### Routed clock nets over the placement, run 1

The bar under the picture is 50 microns long.
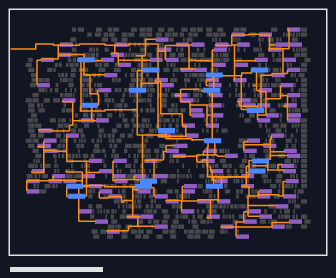
### Logic cells by family, run 1

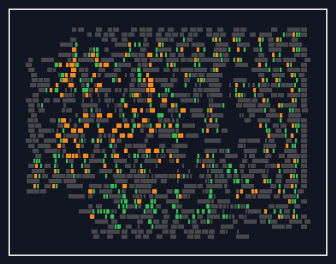
### Signal wires on met2, run 1

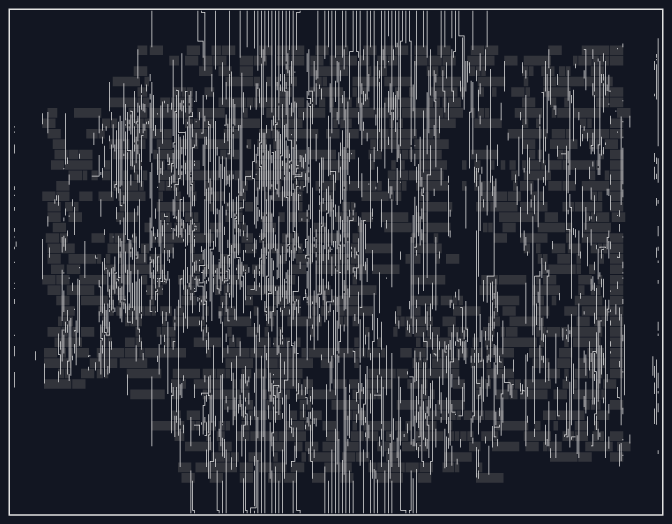
==> src/rtl/fetch_unit.sv <==
// fetch_unit
// ----------
// Instruction fetch stage in front of a combinational 1024-word instruction ROM.
// Each cycle in RUN it does one of the following, in this priority order:
//   1. Halt: enter HALT.
//   2. Redirect: load a new PC. A bad target enters FAULT instead.
//   3. Stall: hold everything.
//   4. Sequential fetch: latch the ROM word into IR and advance PC by 4.
// HALT and FAULT hold all architectural state and can only be left through reset.
//
// Ports
//   CLK         in   1   clock, rising-edge
//   RST_n       in   1   synchronous reset, active-low
//   Stall       in   1   hold PC/IR this cycle
//   Redirect    in   1   load RedirectPC
//   RedirectPC  in  32   redirect byte address
//   Halt        in   1   halt request
//   RomData     in  32   ROM word at Address
//   Address     out 10   ROM word address (PC[11:2])
//   PC          out 32   current fetch byte address
//   IR          out 32   latched instruction
//   IRPC        out 32   byte address of IR
//   IRValid     out  1   IR holds a valid, non-squashed instruction
//   State       out  2   RUN=00, HALT=01, FAULT=10
//   Halted      out  1   State==HALT
//   Fault       out  1   State==FAULT
//   FetchCount  out 32   valid instructions loaded into IR (wraps)

module fetch_unit (
    input  logic        CLK,
    input  logic        RST_n,
    input  logic        Stall,
    input  logic        Redirect,
    input  logic [31:0] RedirectPC,
    input  logic        Halt,
    input  logic [31:0] RomData,
    output logic [9:0]  Address,
    output logic [31:0] PC,
    output logic [31:0] IR,
    output logic [31:0] IRPC,
    output logic        IRValid,
    output logic [1:0]  State,
    output logic        Halted,
    output logic        Fault,
    output logic [31:0] FetchCount
);

    typedef enum logic [1:0] {
        ST_RUN   = 2'b00,
        ST_HALT  = 2'b01,
        ST_FAULT = 2'b10
    } state_t;

    // Byte address of the last ROM word; sequential fetch cannot advance past it.
    localparam logic [31:0] LAST_PC = 32'h0000_0FFC;

    state_t      state_reg,   state_next;
    logic [31:0] pc_reg,      pc_next;
    logic [31:0] ir_reg,      ir_next;
    logic [31:0] irpc_reg,    irpc_next;
    logic        irvalid_reg, irvalid_next;
    logic [31:0] count_reg,   count_next;

    // A target is legal only if it is word-aligned and inside the 4 KiB ROM window.
    logic redirect_bad;
    assign redirect_bad = (RedirectPC[1:0] != 2'b00) || (RedirectPC[31:12] != 20'd0);

    always_ff @(posedge CLK) begin
        if (!RST_n) begin
            state_reg   <= ST_RUN;
            pc_reg      <= 32'd0;
            ir_reg      <= 32'd0;
            irpc_reg    <= 32'd0;
            irvalid_reg <= 1'b0;
            count_reg   <= 32'd0;
        end else begin
            state_reg   <= state_next;
            pc_reg      <= pc_next;
            ir_reg      <= ir_next;
            irpc_reg    <= irpc_next;
            irvalid_reg <= irvalid_next;
            count_reg   <= count_next;
        end
    end

    always_comb begin
        state_next   = state_reg;
        pc_next      = pc_reg;
        ir_next      = ir_reg;
        irpc_next    = irpc_reg;
        irvalid_next = irvalid_reg;
        count_next   = count_reg;

        case (state_reg)
            ST_RUN: begin
                if (Halt) begin
                    state_next   = ST_HALT;
                    irvalid_next = 1'b0;
                end else if (Redirect) begin
                    // The word fetched this cycle is wrong-path, so it is squashed
                    // whether or not the target is usable. Stall does not matter here.
                    irvalid_next = 1'b0;
                    if (redirect_bad) begin
                        state_next = ST_FAULT;
                    end else begin
                        pc_next = RedirectPC;
                    end
                end else if (!Stall) begin
                    ir_next      = RomData;
                    irpc_next    = pc_reg;
                    irvalid_next = 1'b1;
                    count_next   = count_reg + 32'd1;
                    // The last word is still delivered, but there is no next word to
                    // fetch, so PC parks there and the unit faults.
                    if (pc_reg == LAST_PC) begin
                        state_next = ST_FAULT;
                    end else begin
                        pc_next = pc_reg + 32'd4;
                    end
                end
            end
            default: begin
                // HALT and FAULT: everything is frozen; only IRValid is cleared.
                irvalid_next = 1'b0;
            end
        endcase
    end

    assign Address    = pc_reg[11:2];
    assign PC         = pc_reg;
    assign IR         = ir_reg;
    assign IRPC       = irpc_reg;
    assign IRValid    = irvalid_reg;
    assign State      = state_reg;
    assign Halted     = (state_reg == ST_HALT);
    assign Fault      = (state_reg == ST_FAULT);
    assign FetchCount = count_reg;

endmodule

==> config.mk <==
export PLATFORM = sky130hd
export DESIGN_NAME = fetch_unit
export DESIGN_NICKNAME = d
export VERILOG_FILES = /design/src/rtl/fetch_unit.sv
export SDC_FILE = /design/constraint.sdc
export NUM_CORES = 1
export LEC_CHECK = 0
export CAP_MARGIN = 20
export CELL_PAD_IN_SITES_DETAIL_PLACEMENT = 0
export CELL_PAD_IN_SITES_GLOBAL_PLACEMENT = 1
export CORE_ASPECT_RATIO = 0.75
export CORE_MARGIN = 8
export CORE_UTILIZATION = 35
export DETAILED_ROUTE_END_ITERATION = 7
export GPL_TIMING_DRIVEN = 0
export PLACE_DENSITY = 0.82
export SETUP_SLACK_MARGIN = 0.02
export SYNTH_ARGS = -nofsm -noshare
export SYNTH_HDL_FRONTEND = slang
export SYNTH_SLANG_ARGS = --single-unit
==> constraint.sdc <==
create_clock -name CLK -period 7.2 [get_ports CLK]
set_input_delay 1.08 -clock CLK [delete_from_list [all_inputs] [get_ports CLK]]
set_output_delay 1.08 -clock CLK [all_outputs]
set_load 0.05 [all_outputs]
==> results.sh, run 1 <==
# yosys + openroad results
export IMPL_status="finished clean"
export IMPL_grt_pass1_wl_mm=38.6
export IMPL_clock_buffers=18
export IMPL_rows=42
export IMPL_detail_route_first_pass_iterations=5
export IMPL_cts_root_buf="clkbuf_16"
export IMPL_cts_resized=0
export IMPL_cp_depth=8
export IMPL_busiest_layer="met2"
export IMPL_start_kind="input pin"
export IMPL_finalNetCount=1098
export IMPL_critPathTopFamily="buffers and inverters"
export IMPL_fin_total_pwr_w=0.00184
export IMPL_xor_area_share_pct=1.97
export IMPL_cts_buffer_depth=2
export IMPL_flops=131
export IMPL_ioPinCount=212
export IMPL_clkTransAtPathRegs_ps=60
export IMPL_top_area_share_pct=42.1
export IMPL_grt_pass1_vias=6575
export IMPL_crit_chain="clkdlybuf4s50_1 -> nor4_1 -> nand4_1 -> o22a_1 -> clkbuf_1 -> clkbuf_1 -> a2111oi_0 -> o32ai_1"
export IMPL_drive_above_1_share_pct=5.67
export IMPL_yosysCellCount=797
export IMPL_avgSynthCellArea_sq_um=7.82
export IMPL_taps=242
export IMPL_die_w_microns=170
export IMPL_synthTopCellsByArea="dfxtp_1 (42%), nand2_1 (12%), a21oi_1 (6.9%), clkbuf_1 (3.1%), nor4_1 (2.7%)"
export IMPL_cp_max_fo=10
export IMPL_syn2layout_area_growth_pct=48.0
export IMPL_grt_overflow=0
export IMPL_aoi_share_pct=18.2
export IMPL_wl_met2_mm=10.3
export IMPL_cts_buffers=17
export IMPL_postCtsSetupBuffers=0
export IMPL_edf_count=0
export IMPL_clkCellAreaFrac_pct=6.24
export IMPL_initial_core_util_pct=35.5
export IMPL_htree_levels=4
export IMPL_grt_max_degree=17
export IMPL_reg2reg_from="PC[3]"
export IMPL_rsz0062_at_grt="no"
export IMPL_top_layer_used="met4"
export IMPL_worstHoldStart="IRPC[26]"
export IMPL_gp_congestion=0.911
export IMPL_setup_tns_final_ps=0
export IMPL_wl_met3_mm=2.59
export IMPL_synth_main_ff_cell="dfxtp_1"
export IMPL_period_used_pct=49.1
export IMPL_use_met1_pct=30.5
export IMPL_ys_sh_adder_pct=0.402
export IMPL_antenna_left=0
export IMPL_hold_buffers=0
export IMPL_largestClassByArea="multi-input combinational cells"
export IMPL_worstPathRequired_ps=7470
export IMPL_warning_count=26
export IMPL_critPathArrivalTime_ps=3800
export IMPL_seqAreaFraction_pct=28.4
export IMPL_fin_area_sq_mm=0.00922
export IMPL_synthArstFlopShare_pct=0
export IMPL_p_seq_w=0.000751
export IMPL_max_freq_ghz=0.283
export IMPL_drv_slew=0
export IMPL_vdd_drop_max_uv=140
export IMPL_holdPathEnd="IRPC[26]"
export IMPL_syn_area_sq_mm=0.00623
export IMPL_yosysMostFrequentCell="nand2_1"
export IMPL_whs_ps=452
export IMPL_diodes=0
export IMPL_comb_cells=582
export IMPL_flop_area_sq_mm=0.00262
export IMPL_wl_met1_mm=11.6
export IMPL_dp_cells=1250
export IMPL_ys_area_sq_mm=0.00623
export IMPL_yosys_warnings=0
export IMPL_area_share_nonclk_buffers_pct=26.7
export IMPL_switching_share_pct=29.0
export IMPL_crit_path_max_incr_delay_ps=660
export IMPL_power_combinational_w=0.000232
export IMPL_top_power_group="the clock network"
## Picture notes: 'Routed clock nets over the placement'
[orange] clock wires | length: 1980 microns
[blue] clock-net drivers | count: 17
[purple] flip-flops | count: 131
routed clock nets: 18
flops lie: widely spread
clk ins delay skew pair: 430 ps
clock power share: 46.7%

## Picture notes: 'Logic cells by family'
| colour | family | cells |
|---|---|---|
| orange | aoi and oai cells | 153 |
| green | nand cells | 256 |
most used logic cell in the final layout: clkdlybuf4s50_1
Comb/total area: 35.0%

## Picture notes: 'Signal wires on met2'
longest straight run: 52.0 microns
share of all routed wire: 41%
final WL: 24.8 mm
Vias: 6912
grt met2 use: 31.0%

==> inputs of run 2 (changes only) <==
CORE_UTILIZATION = 29   (was 35)
PLACE_DENSITY = 0.72   (was 0.82)
clock period = 3.2 ns   (was 7.2 ns; I/O delays follow)
==> results.sh, run 2 <==
# yosys + openroad results
export IMPL_wl_met1_mm=11.9
export IMPL_synth_main_ff_cell="dfxtp_1"
export IMPL_cts_buffers=17
export IMPL_whs_ps=452
export IMPL_wl_met3_mm=2.67
export IMPL_antenna_left=0
export IMPL_wl_met2_mm=10.9
export IMPL_fin_area_sq_mm=0.00938
export IMPL_worstHoldStart="IR[17]"
export IMPL_max_freq_ghz=0.329
export IMPL_grt_pass1_vias=6514
export IMPL_yosys_warnings=0
export IMPL_critPathTopFamily="buffers and inverters"
export IMPL_flops=131
export IMPL_comb_cells=582
export IMPL_cts_root_buf="clkbuf_16"
export IMPL_drv_slew=0
export IMPL_synthArstFlopShare_pct=0
export IMPL_worstPathRequired_ps=3500
export IMPL_avgSynthCellArea_sq_um=7.82
export IMPL_vdd_drop_max_uv=292
export IMPL_period_used_pct=95.0
export IMPL_area_share_nonclk_buffers_pct=26.3
export IMPL_clock_buffers=17
export IMPL_cp_depth=7
export IMPL_yosysCellCount=797
export IMPL_ys_area_sq_mm=0.00623
export IMPL_grt_max_degree=17
export IMPL_busiest_layer="met2"
export IMPL_status="finished clean"
export IMPL_flop_area_sq_mm=0.00262
export IMPL_htree_levels=4
export IMPL_largestClassByArea="multi-input combinational cells"
export IMPL_holdPathEnd="IR[17]"
export IMPL_fin_total_pwr_w=0.00438
export IMPL_hold_buffers=0
export IMPL_syn_area_sq_mm=0.00623
export IMPL_start_kind="input pin"
export IMPL_drive_above_1_share_pct=6.06
export IMPL_setup_tns_final_ps=0
### Placed standard cells, run 2

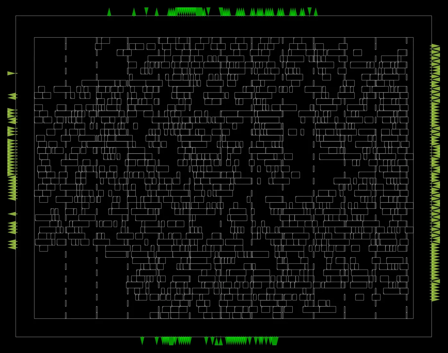
Seq area share: 28.0%
# fillers: 2178
Well Taps: 288

### Signal wires on met2, run 2

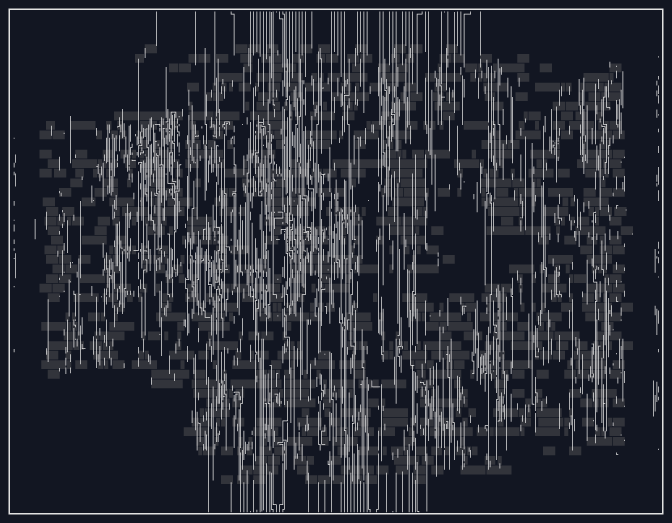
longest straight run: 74.1 microns
nets with wire on the layer: 878
main direction: vertical
share of all routed wire: 42%
wire length on this layer: 10900 microns
final WL: 25.7 mm
Vias: 6833

### Routed clock nets over the placement, run 2

The bar under the picture is 50 microns long.
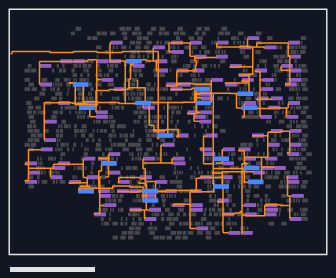
[orange] clock wires | length: 2010 microns
[purple] flip-flops | count: 131
[blue] clock-net drivers | count: 17
routed clock nets: 18
clock power share: 49.4%
clk pwr: 0.00217 W
clk ins delay skew pair: 440 ps
worst clock skew: 12.8 ps

Power and IR drop assume default switching activity.
